==> config.mk <==
export PLATFORM = sky130hd
export DESIGN_NAME = i2s_tx_sched
export DESIGN_NICKNAME = d
export VERILOG_FILES = /design/src/rtl/i2s_pkg.sv /design/src/rtl/i2s_rr_arbiter.sv /design/src/rtl/i2s_tx_sched.sv
export SDC_FILE = /design/constraint.sdc
export NUM_CORES = 1
export LEC_CHECK = 0
export CAP_MARGIN = 20
export CORE_ASPECT_RATIO = 0.9
export CORE_MARGIN = 2
export CORE_UTILIZATION = 39
export DETAILED_ROUTE_END_ITERATION = 12
export PLACE_DENSITY = 0.82
export SLEW_MARGIN = 20
export SYNTH_ARGS = -nofsm -noshare
export SYNTH_HDL_FRONTEND = slang
export SYNTH_SLANG_ARGS = --single-unit
==> constraint.sdc <==
create_clock -name sclk -period 2 [get_ports sclk]
set_input_delay 0.4 -clock sclk [delete_from_list [all_inputs] [get_ports sclk]]
set_output_delay 0.4 -clock sclk [all_outputs]
set_load 0.01 [all_outputs]
==> src/rtl/i2s_pkg.sv <==
// Shared types and helpers for the i2s sample scheduler.
// src_slice works on a fixed-width bus so it can serve any AUDIO_DW/NUM_SRC that fits.
package i2s_pkg;

  typedef enum logic [1:0] {
    IDLE = 2'd0,
    ARB  = 2'd1,
    HOLD = 2'd2
  } sched_state_e;

  localparam int UCNT_W_DEF  = 16;
  // Widest packed source bus and widest channel sample src_slice can handle.
  localparam int SLICE_BUS_W = 1024;
  localparam int SLICE_MAX_W = 64;

  function automatic logic [SLICE_MAX_W-1:0] src_slice(
    input logic [SLICE_BUS_W-1:0] bus,
    input int unsigned            i,
    input int unsigned            dw
  );
    logic [SLICE_BUS_W-1:0] shifted;
    shifted = bus >> (i * dw);
    return shifted[SLICE_MAX_W-1:0];
  endfunction

endpackage

==> src/rtl/i2s_rr_arbiter.sv <==
// Combinational round-robin grant: first requester at or after ptr, wrapping
// modulo NUM_SRC.
module i2s_rr_arbiter #(
  parameter int NUM_SRC = 2
) (
  input  logic [NUM_SRC-1:0]         req,
  input  logic [$clog2(NUM_SRC)-1:0] ptr,
  output logic [$clog2(NUM_SRC)-1:0] grant_idx,
  output logic                       grant_vld
);

  localparam int IDX_W = $clog2(NUM_SRC);

  int               cand;
  logic [IDX_W-1:0] cand_idx;

  always_comb begin
    grant_idx = '0;
    grant_vld = 1'b0;
    cand      = 0;
    cand_idx  = '0;
    for (int k = 0; k < NUM_SRC; k++) begin
      cand = int'(ptr) + k;
      if (cand >= NUM_SRC) begin
        cand = cand - NUM_SRC;
      end else begin
        cand = cand;
      end
      cand_idx = IDX_W'(cand);
      if (!grant_vld && req[cand_idx]) begin
        grant_vld = 1'b1;
        grant_idx = cand_idx;
      end else begin
        grant_vld = grant_vld;
      end
    end
  end

endmodule

==> src/rtl/i2s_tx_sched.sv <==
// Per-frame round-robin sample scheduler feeding i2s_tx left/right channel inputs.
// Frame boundaries come from the falling edge of the transmitter's lrclk.
module i2s_tx_sched
  import i2s_pkg::*;
#(
  parameter int AUDIO_DW = 32,
  parameter int NUM_SRC  = 2,
  parameter int UCNT_W   = UCNT_W_DEF
) (
  input  logic                         sclk,
  input  logic                         rst_n,
  input  logic                         enable,
  input  logic                         mute,
  input  logic                         lrclk,
  input  logic [NUM_SRC-1:0]           src_valid,
  output logic [NUM_SRC-1:0]           src_ready,
  input  logic [NUM_SRC*AUDIO_DW-1:0]  src_left,
  input  logic [NUM_SRC*AUDIO_DW-1:0]  src_right,
  output logic [AUDIO_DW-1:0]          left_chan,
  output logic [AUDIO_DW-1:0]          right_chan,
  output logic [$clog2(NUM_SRC)-1:0]   active_src,
  output logic                         frame_done,
  output logic                         underrun,
  output logic [UCNT_W-1:0]            underrun_cnt
);

  localparam int               IDX_W    = $clog2(NUM_SRC);
  localparam logic [IDX_W-1:0] LAST_IDX = IDX_W'(NUM_SRC - 1);
  localparam logic [UCNT_W-1:0] UCNT_MAX = {UCNT_W{1'b1}};

  sched_state_e         state_q, state_d;
  logic                 lrclk_q;
  logic [IDX_W-1:0]     rr_ptr_q, rr_ptr_d;
  logic                 primed_q, primed_d;
  logic [AUDIO_DW-1:0]  left_q, left_d;
  logic [AUDIO_DW-1:0]  right_q, right_d;
  logic [IDX_W-1:0]     active_q, active_d;
  logic                 frame_done_q, frame_done_d;
  logic                 underrun_q, underrun_d;
  logic [UCNT_W-1:0]    ucnt_q, ucnt_d;

  logic                 load_evt;
  logic [IDX_W-1:0]     grant_idx;
  logic                 grant_vld;
  logic [NUM_SRC-1:0]   ready_s;
  logic                 handshake;
  logic [AUDIO_DW-1:0]  grant_left;
  logic [AUDIO_DW-1:0]  grant_right;

  i2s_rr_arbiter #(
    .NUM_SRC (NUM_SRC)
  ) u_arb (
    .req       (src_valid),
    .ptr       (rr_ptr_q),
    .grant_idx (grant_idx),
    .grant_vld (grant_vld)
  );

  assign load_evt = lrclk_q & ~lrclk;

  always_comb begin
    ready_s     = '0;
    grant_left  = AUDIO_DW'(src_slice(SLICE_BUS_W'(src_left),  32'(grant_idx), AUDIO_DW));
    grant_right = AUDIO_DW'(src_slice(SLICE_BUS_W'(src_right), 32'(grant_idx), AUDIO_DW));
    if (enable && (state_q == ARB) && grant_vld) begin
      ready_s[grant_idx] = 1'b1;
    end else begin
      ready_s = '0;
    end
    handshake = |(ready_s & src_valid);
  end

  always_comb begin
    state_d      = state_q;
    rr_ptr_d     = rr_ptr_q;
    primed_d     = primed_q;
    left_d       = left_q;
    right_d      = right_q;
    active_d     = active_q;
    underrun_d   = 1'b0;
    ucnt_d       = ucnt_q;
    frame_done_d = load_evt && (state_q != IDLE);

    // Dropping enable wins over everything; the underrun count is sticky.
    if (!enable) begin
      state_d  = IDLE;
      rr_ptr_d = '0;
      primed_d = 1'b0;
      left_d   = '0;
      right_d  = '0;
      active_d = '0;
    end else begin
      case (state_q)
        IDLE: begin
          rr_ptr_d = '0;
          primed_d = 1'b0;
          left_d   = '0;
          right_d  = '0;
          active_d = '0;
          state_d  = ARB;
        end
        ARB: begin
          if (load_evt && primed_q) begin
            underrun_d = 1'b1;
            ucnt_d     = (ucnt_q == UCNT_MAX) ? ucnt_q : ucnt_q + UCNT_W'(1);
          end else begin
            underrun_d = 1'b0;
          end
          if (handshake) begin
            left_d   = mute ? '0 : grant_left;
            right_d  = mute ? '0 : grant_right;
            active_d = grant_idx;
            rr_ptr_d = (grant_idx == LAST_IDX) ? '0 : grant_idx + IDX_W'(1);
            primed_d = 1'b1;
            state_d  = HOLD;
          end else begin
            state_d = ARB;
          end
        end
        HOLD: begin
          if (load_evt) begin
            state_d = ARB;
          end else begin
            state_d = HOLD;
          end
        end
        default: begin
          state_d = IDLE;
        end
      endcase
    end
  end

  always_ff @(posedge sclk or negedge rst_n) begin
    if (!rst_n) begin
      state_q      <= IDLE;
      lrclk_q      <= 1'b1;
      rr_ptr_q     <= '0;
      primed_q     <= 1'b0;
      left_q       <= '0;
      right_q      <= '0;
      active_q     <= '0;
      frame_done_q <= 1'b0;
      underrun_q   <= 1'b0;
      ucnt_q       <= '0;
    end else begin
      state_q      <= state_d;
      lrclk_q      <= lrclk;
      rr_ptr_q     <= rr_ptr_d;
      primed_q     <= primed_d;
      left_q       <= left_d;
      right_q      <= right_d;
      active_q     <= active_d;
      frame_done_q <= frame_done_d;
      underrun_q   <= underrun_d;
      ucnt_q       <= ucnt_d;
    end
  end

  assign src_ready    = ready_s;
  assign left_chan    = left_q;
  assign right_chan   = right_q;
  assign active_src   = active_q;
  assign frame_done   = frame_done_q;
  assign underrun     = underrun_q;
  assign underrun_cnt = ucnt_q;

endmodule

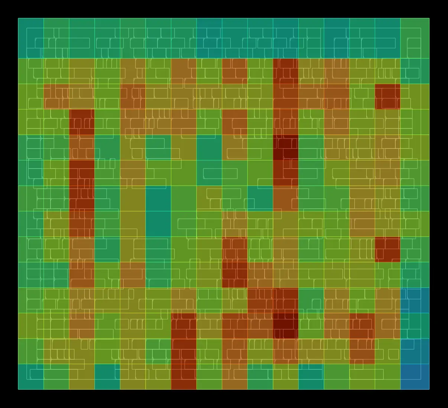
**Above:** run 1 (congestion heat map).
Top Usage Layer GRT: met2
met3 global-route usage: 0.0571
end-of-flow core utilization: 0.680
GR Util All Layers: 0.212

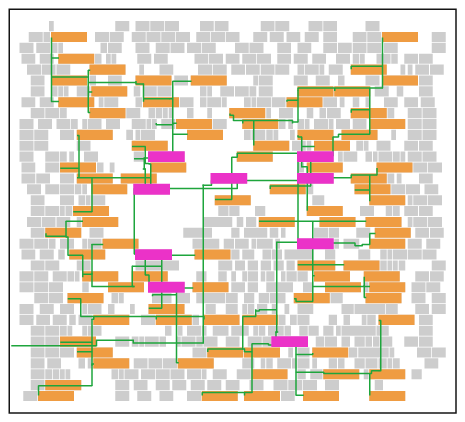
**Above:** run 1 (clock wires, drivers and flops).
Scale: 4 px per µm.
Key: clock wires = green [length 1040 µm]; clock drivers = magenta [count 9]; flip-flops = orange [count 88]
There are 10 routed clock nets.

==> impl_metrics.yaml, run 1 <==
# yosys + openroad results
logic_synthesis:
  synth_seq_share: 0.545
  yosys.area_share.aoi: 0.111
  synth_area_leader_cell: "dfrtp_1"
  ys_sh_mux: 0.161
  synth.distinct_cells: 42
  ys_area_um2: 4040
  ys_sh_simple: 0.132
  ys_warn_count: 0
  flop_cell: "dfrtp_1"
  async_flop_share: 1.00
  top_logic_kind: "multiplexers"
  syn_area_um2: 4040
  synth_nets: 521
  edf_count: 0
  ys_sh_adder: 0.00310
  syn-mean-instance-area_um2: 10.5
  area_leaders: "dfrtp_1 54%, mux2i_1 16%, o21ai_0 7.9%"
  ys_sh_xor: 0.0217
  synth_flop_count: 88
critical_path:
  r2r-start: "state_q[1]"
  critPathCaptureType: "output port"
  slowest_delay_ns: 0.48
  crit_path_start_kind: "primary input"
  critical_path.cell_chain: "clkdlybuf4s50_1 -> nor2_1 -> or2_2 -> nor2_2 -> buf_6"
  reg2reg_depth: 6
  critPathMaxFanout: 2
  critPathSlowestCell: "clkdlybuf4s50_1"
  crit_required_ns: 1.60
  r2r_end: "underrun_cnt[13]"
  critPathArrivalTime_ns: 1.56
  r2r_slack_ns: 0.13
placement:
  portBuffers: 219
  placed_cell_area_um2: 6550
  post-place-ws_ns: -0.516
  place_inst: 737
  place.gp.congestion: 0.831
floorplanning:
  ios: 220
  fp_util: 0.398
  die_w_um: 111
  rows: 35
  dieArea_um2: 11200
  die.size.y_um: 101
  core_region_area_um2: 10200
routing:
  wl_met1_um: 4690
  drt-total-wl_um: 11900
  ant_nets: 0
  drt_pass1_iterations: 5
  met3_length_um: 761
  vias_per_cell: 5.03
  dr.first_iter.drc_count: 126
  vias: 3795
  met2_length_um: 6240
  drc: 0
cts:
  htree_num_levels: 3
  path_clk_slew_ns: 0.05
  cts_tree: "done"
  clkLatencyLatePin_ns: 0.33
  cts_max_path_buffers: 2
  cts_root_buf: "clkbuf_16"
  cts_inserted_buffers: 9
  cts.sinks: 88
power_and_ir_drop:
  power_mw: 4.34
  power_density_nw_per_um2: 629
  ir_drop_v: 0.000457
  leakage_nw: 3.19
sta:
  setup_ws_ns: 0.0420
  finalSetupViolCount: 0
  hold_viol: 0
  fin_crit_ns: 1.96
  fmax_mhz: 511
  fin_skew_ns: 0.0111
  fin_crit_sh: 0.979
  whs_ns: 0.473
  drv_slew: 0
  relSlewSlack: 0.736
  rsz0062_at_grt: "no"
hold_path:
  hold_path_class: "reg -> reg"
  holdPathStages: 2
  hold_end: "right_chan[16]"
  min-delay-start: "right_chan[16]"
finish:
  layout.nets: 757
  final_cell_area_um2: 6910
  n_antenna_cell: 0
  drive_gt1_frac: 0.0879
  syn_to_final_growth_pct: 70.8
  final_cells: 755
global_routing:
  grt_max_degree: 49
  met1_usage: 0.242
  use_met2: 0.389
  grt_antenna_before_repair: 0
  grt_pass1_wl_um: 19100
  grt_pass1_vias: 3982
job:
  warnings: 26
  maxCapViolations: 0
outcome:
  status: "finished clean"
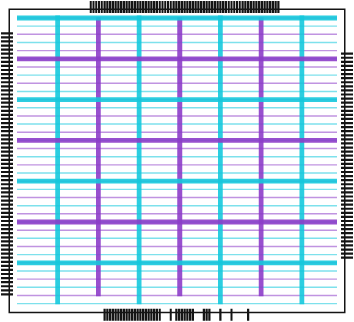
**Above:** run 1 (floorplan with the power grid).
Scale: 3 px per µm. Pins as bars on the die edge.
Key: VDD = purple; VSS = cyan
36 met1 rails follow the rows. 220 signal pins sit on the boundary.

==> run 1: how the worst max path moves through the flow <==
stage,slack (ns),cells after the start,from,to
final,0.04,5,src_valid[0],src_ready[1]
after global routing,0.01,6,src_valid[0],src_ready[0]
after CTS,0.03,6,src_valid[0],src_ready[0]
after detailed placement,-0.52,7,enable,underrun_cnt[11]
after global placement,-0.46,5,enable,src_ready[1]
after floorplan,0.20,5,underrun_cnt[1],underrun_cnt[10]
==> run 1: flip-flops by register name (all words and copies together) (netlist names) <==
signal / cells
active_src: 1
frame_done: 1
left_chan: 32
lrclk_q: 1
primed_q: 1
right_chan: 32
rr_ptr_q: 1
state_q: 2
underrun: 1
underrun_cnt: 16
==> run 1: placed cells by master, fill, tap and decap left out, types with 2 or more instances in the layout <==
master / Yosys / layout
nand3_1: 6 / 6
clkbuf_16: 0 / 9
a21o_1: 2 / 2
a21oi_1: 3 / 3
and2_1: 2 / 2
mux2i_1: 64 / 64
xor2_1: 4 / 4
clkdlybuf4s50_1: 0 / 215
clkbuf_1: 15 / 3
buf_12: 0 / 3
nor2_2: 0 / 2
and3_1: 3 / 3
inv_1: 4 / 4
dfrtp_1: 87 / 87
xnor2_1: 6 / 6
o21ai_0: 64 / 64
nor4_4: 0 / 2
nor3_1: 2 / 2
nor4_1: 4 / 2
nand2_1: 70 / 70
o2111a_1: 2 / 2
buf_4: 0 / 23
nor2_1: 12 / 10
buf_6: 0 / 3
nand4_1: 5 / 5
==> run 1: critical path: cells and delay by family <==
family        cells  cell delay, ns
buf+inv           2            0.61
simple gates      3            0.55
==> run 1: through the flow <==
step           TNS [ns]  utilization
2_1_floorplan         0            -
6_report              0        0.680
5_1_grt               0        0.680
3_5_place_dp     -19.83        0.645
4_1_cts               0        0.677
3_3_place_gp     -16.41        0.645
==> run 1: timing repair <==
action	in CTS	in global routing
setup endpoints to repair	6	12
buffers inserted	0	1
hold endpoints to repair	16	0
hold buffers	1	0
resized	15	4
pin swaps	1	1
==> run 1: kinds of logic (layout without fill, tap and decap cells) <==
| logic type | Yosys count | after routing |
|---|---|---|
| mux | 65 | 65 |
| fa+ha+maj | 1 | 1 |
| simple gates | 114 | 114 |
| xor+xnor | 10 | 10 |
| buf+inv | 26 | 267 |
| flops | 88 | 88 |
| compound gates | 81 | 81 |
==> run 1: cell type report <==
type / count / area, µm²
Sequential cell: 88 / 2200
Clock inverter: 3 / 42.5
Multi-Input combinational cell: 271 / 1790
Inverter: 4 / 15.0
Fill cell: 812 / 3250
Clock buffer: 13 / 250
Tap cell: 129 / 161
Timing Repair Buffer: 247 / 2440
==> run 1: Yosys cell counts (2+ instances only) <==
master and count:
dfrtp_1 87, nand2_1 70, mux2i_1 64, o21ai_0 64, clkbuf_1 15, nor2_1 12
buf_2 6, nand3_1 6, xnor2_1 6, nand4_1 5, inv_1 4, nor4_1 4
xor2_1 4, a21oi_1 3, and3_1 3, a21o_1 2, and2_1 2, nor3_1 2
o2111a_1 2, o21a_1 2
==> run 1: power by group <==
group | switching [mW] | internal [mW] | leakage [nW]
combinational | 0.314 | 0.483 | 1.85
clock | 0.647 | 1.00 | 0.140
sequential | 0.0480 | 1.85 | 1.20
total | 1.01 | 3.33 | 3.19
**Run 1: sequential cells colored by netlist name**

Scale: 4 px per µm. Other sequential cells in the stronger gray, the rest of the logic in the fainter gray.
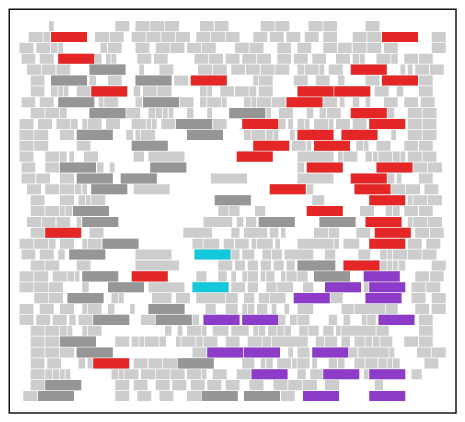

==> run 1 -> run 2 <==
--- a/config.mk
+++ b/config.mk
@@ -10,4 +10,5 @@
 export CORE_MARGIN = 2
 export CORE_UTILIZATION = 39
+export CTS_CLUSTER_DIAMETER = 120
 export DETAILED_ROUTE_END_ITERATION = 12
 export PLACE_DENSITY = 0.82
==> constraint.sdc (replaced) <==
create_clock -name sclk -period 2 [get_ports sclk]
set_input_delay 0.4 -clock sclk [delete_from_list [all_inputs] [get_ports sclk]]
set_output_delay 0.4 -clock sclk [all_outputs]
set_load 0.05 [all_outputs]
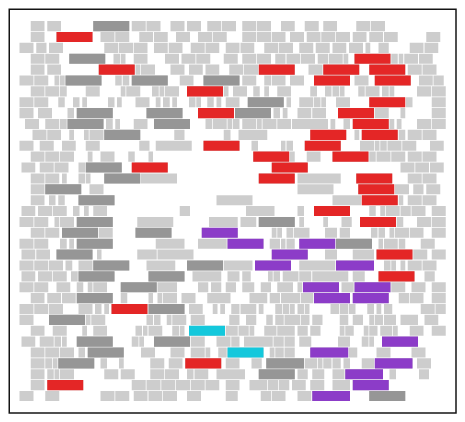
**Above:** run 2 (sequential cells colored by netlist name).
Scale: 4 px per µm. Other sequential cells in the stronger gray, the rest of the logic in the fainter gray.
Key: underrun_cnt = purple [flops 16]; left_chan = red [flops 32]; state_q = cyan [flops 2]

==> impl_metrics.yaml, run 2 <==
# yosys + openroad results
logic_synthesis:
  ys_warn_count: 0
  synthCells: 385
  most_common_cell: "dfrtp_1"
  flop_cell: "dfrtp_1"
  synth_area_leader_cell: "dfrtp_1"
  ys_area_um2: 4040
  async_flop_share: 1.00
  synth_seq_share: 0.545
  edf_count: 0
  synth.distinct_cells: 42
  netlist.area_leader.share: 0.539
  ys_cells: 385
  area_leaders: "dfrtp_1 54%, mux2i_1 16%, o21ai_0 7.9%"
  syn_area_um2: 4040
  synth_flop_count: 88
  synthTopCellsByCount: "87 x dfrtp_1, 70 x nand2_1, 64 x mux2i_1, 64 x o21ai_0, 15 x clkbuf_1"
  synth_nets: 521
  syn-mean-instance-area_um2: 10.5
critical_path:
  critPathCaptureType: "output port"
  critPathMaxFanout: 3
  worstSetupPathType: "in -> out"
  critPathArrivalTime_ns: 1.55
  crit_path_start_kind: "primary input"
  crit_required_ns: 1.60
  crit_buf_inv: 3
  critical_path.cell_chain: "clkdlybuf4s50_1 -> inv_1 -> o21ai_4 -> and2_4 -> buf_12"
  slowest_delay_ns: 0.52
  cpLargestDelayFamily: "buffers and inverters"
  critPathSlowestCell: "clkdlybuf4s50_1"
power_and_ir_drop:
  power_density_nw_per_um2: 662
  p_sw_mw: 1.19
  p_comb_frac: 0.219
  leakage_nw: 3.28
  switching_share: 0.259
  pwr-share-seq: 0.412
  p_int_mw: 3.42
  ir_drop_v: 0.000395
  power_frac_clock: 0.370
global_routing:
  track_usage: 0.212
  grt_pass1_vias: 3923
  grt_pass1_wl_um: 19100
  grt_overflow: 0
  grt_max_degree: 40
  grt_antenna_before_repair: 0
routing:
  drc: 0
  vias_per_cell: 5.04
  dr.first_iter.drc_count: 119
  vias: 3803
  drt_pass1_iterations: 4
  ant_nets: 0
  wl_per_cell_um: 15.8
  drt-total-wl_um: 11900
cts:
  clkLatencyLatePin_ns: 0.32
  cts.sinks: 88
  htree_num_levels: 3
  cts_tree: "done"
  cts_inserted_buffers: 9
  cts_hold_buf: 0
  cts_max_path_buffers: 2
  path_clk_slew_ns: 0.06
  cts_root_buf: "clkbuf_16"
floorplanning:
  fp_util: 0.398
  dieArea_um2: 11200
  die_w_um: 111
  core_region_area_um2: 10200
  ios: 220
  rows: 35
  die.size.y_um: 101
finish:
  syn_to_final_growth_pct: 72.5
  final_cells: 755
  layout_top_cell: "clkdlybuf4s50_1"
  fillers: 794
  drive_gt1_frac: 0.117
  final_cell_mix: "202 x clkdlybuf4s50_1, 82 x dfrtp_1, 70 x nand2_1, 64 x mux2i_1, 64 x o21ai_0"
  n_antenna_cell: 0
  layout.nets: 757
sta:
  finalSetupViolCount: 0
  relSlewSlack: 0.637
  tightestPinTransition_ns: 0.543
  fin_crit_sh: 0.976
  drv_slew: 0
  hold_viol: 0
  setup_ws_ns: 0.0476
  fmax_mhz: 512
  rsz0062_at_grt: "yes"
  fin_crit_ns: 1.95
  fin_skew_ns: 0.0106
placement:
  place.gp.congestion: 0.946
  place_inst: 738
  post-place-ws_ns: -0.302
  dp_hpwl_um: 9360
  portBuffers: 219
job:
  maxCapViolations: 0
  warnings: 28
outcome:
  status: "finished clean"
hold_path:
  hold_path_class: "in -> async"
==> run 2: netlist changes by cell type in the layout (fill, tap and decap cells not counted), sizes merged <==
cell	before	now
dlygate4sd3	1	0
dlymetal6s2s	0	3
clkdlybuf4s50	215	202
buf	30	41
clkbuf	13	14
clkinv	1	0
==> run 2: worst paths after layout <==
path	startpoint	end	slack (ns)	cells after the start
max	src_valid[0]	src_ready[0]	0.05	5
min reg2reg	left_chan[19]	left_chan[19]	0.48	2
min	rst_n	underrun_cnt[12]	0.004	1
min in group sclk	left_chan[19]	left_chan[19]	0.48	2
max reg2reg	underrun_cnt[12]	underrun_cnt[1]	0.15	4
max in group asynchronous	rst_n	right_chan[21]	1.36	2
==> run 2: logic make-up (layout without fill, tap and decap cells) <==
kind of cell / count (synthesis) / after routing / synth area share
AND/OR/NAND/NOR: 114 / 114 / 0.132
flip-flops: 88 / 88 / 0.545
AND-OR/OR-AND: 81 / 81 / 0.111
multiplexers: 65 / 65 / 0.161
buffers and inverters: 26 / 267 / 0.0260
XOR/XNOR: 10 / 10 / 0.0217
adder cells (fa/ha/maj): 1 / 1 / 0.00309
==> run 2: cell type report <==
type,instances,area (µm²),area share
clock inverter,2,37.5,0.00538
tap,129,161,0.0231
inverter,4,15.0,0.00215
timing repair buffer,247,2500,0.359
multi-input combinational,271,1770,0.254
clock buffer,14,274,0.0393
sequential,88,2210,0.317
==> run 2: metrics by stage <==
step | total power [mW] | area (µm²) | TNS, ns | util | hold WS [ns]
after detailed placement | 2.95 | 6630 | -12.36 | 0.652 | 0.357
after CTS | 4.68 | 6960 | 0 | 0.685 | 0.00841
after global routing | 4.82 | 6970 | -0.00580 | 0.686 | 0.0245
final | 4.62 | 6970 | 0 | 0.686 | 0.00406
after floorplan | 2.37 | 4060 | -0.0444 | - | 0.104
after global placement | 2.92 | 6630 | -8.48 | 0.652 | 0.355
==> run 2: power groups by stage <==
stage                     clock (mW)  sequential, mW  combinational [mW]
final                           1.71            1.90                1.01
after global routing            1.84            1.91                1.08
after CTS                       1.75            1.90                1.02
after detailed placement           0            1.93                1.01
after global placement             0            1.93               0.995
after floorplan                    0            2.13               0.247
==> run 2: layer usage <==
layer,up-vias,global-route usage,part of all wire
met4,0,0.0665,0.015
met5,-,0,0
met1,1827,0.253,0.40
li1,1820,-,-
met2,143,0.381,0.52
met3,13,0.0529,0.068
==> run 2: timing repair <==
action	in CTS	in global routing
pin swaps	1	1
gates resized	4	6
setup endpoints to repair	2	9
setup buffers	1	0
Power figures rest on the tool's default switching activity, not on a simulated workload.
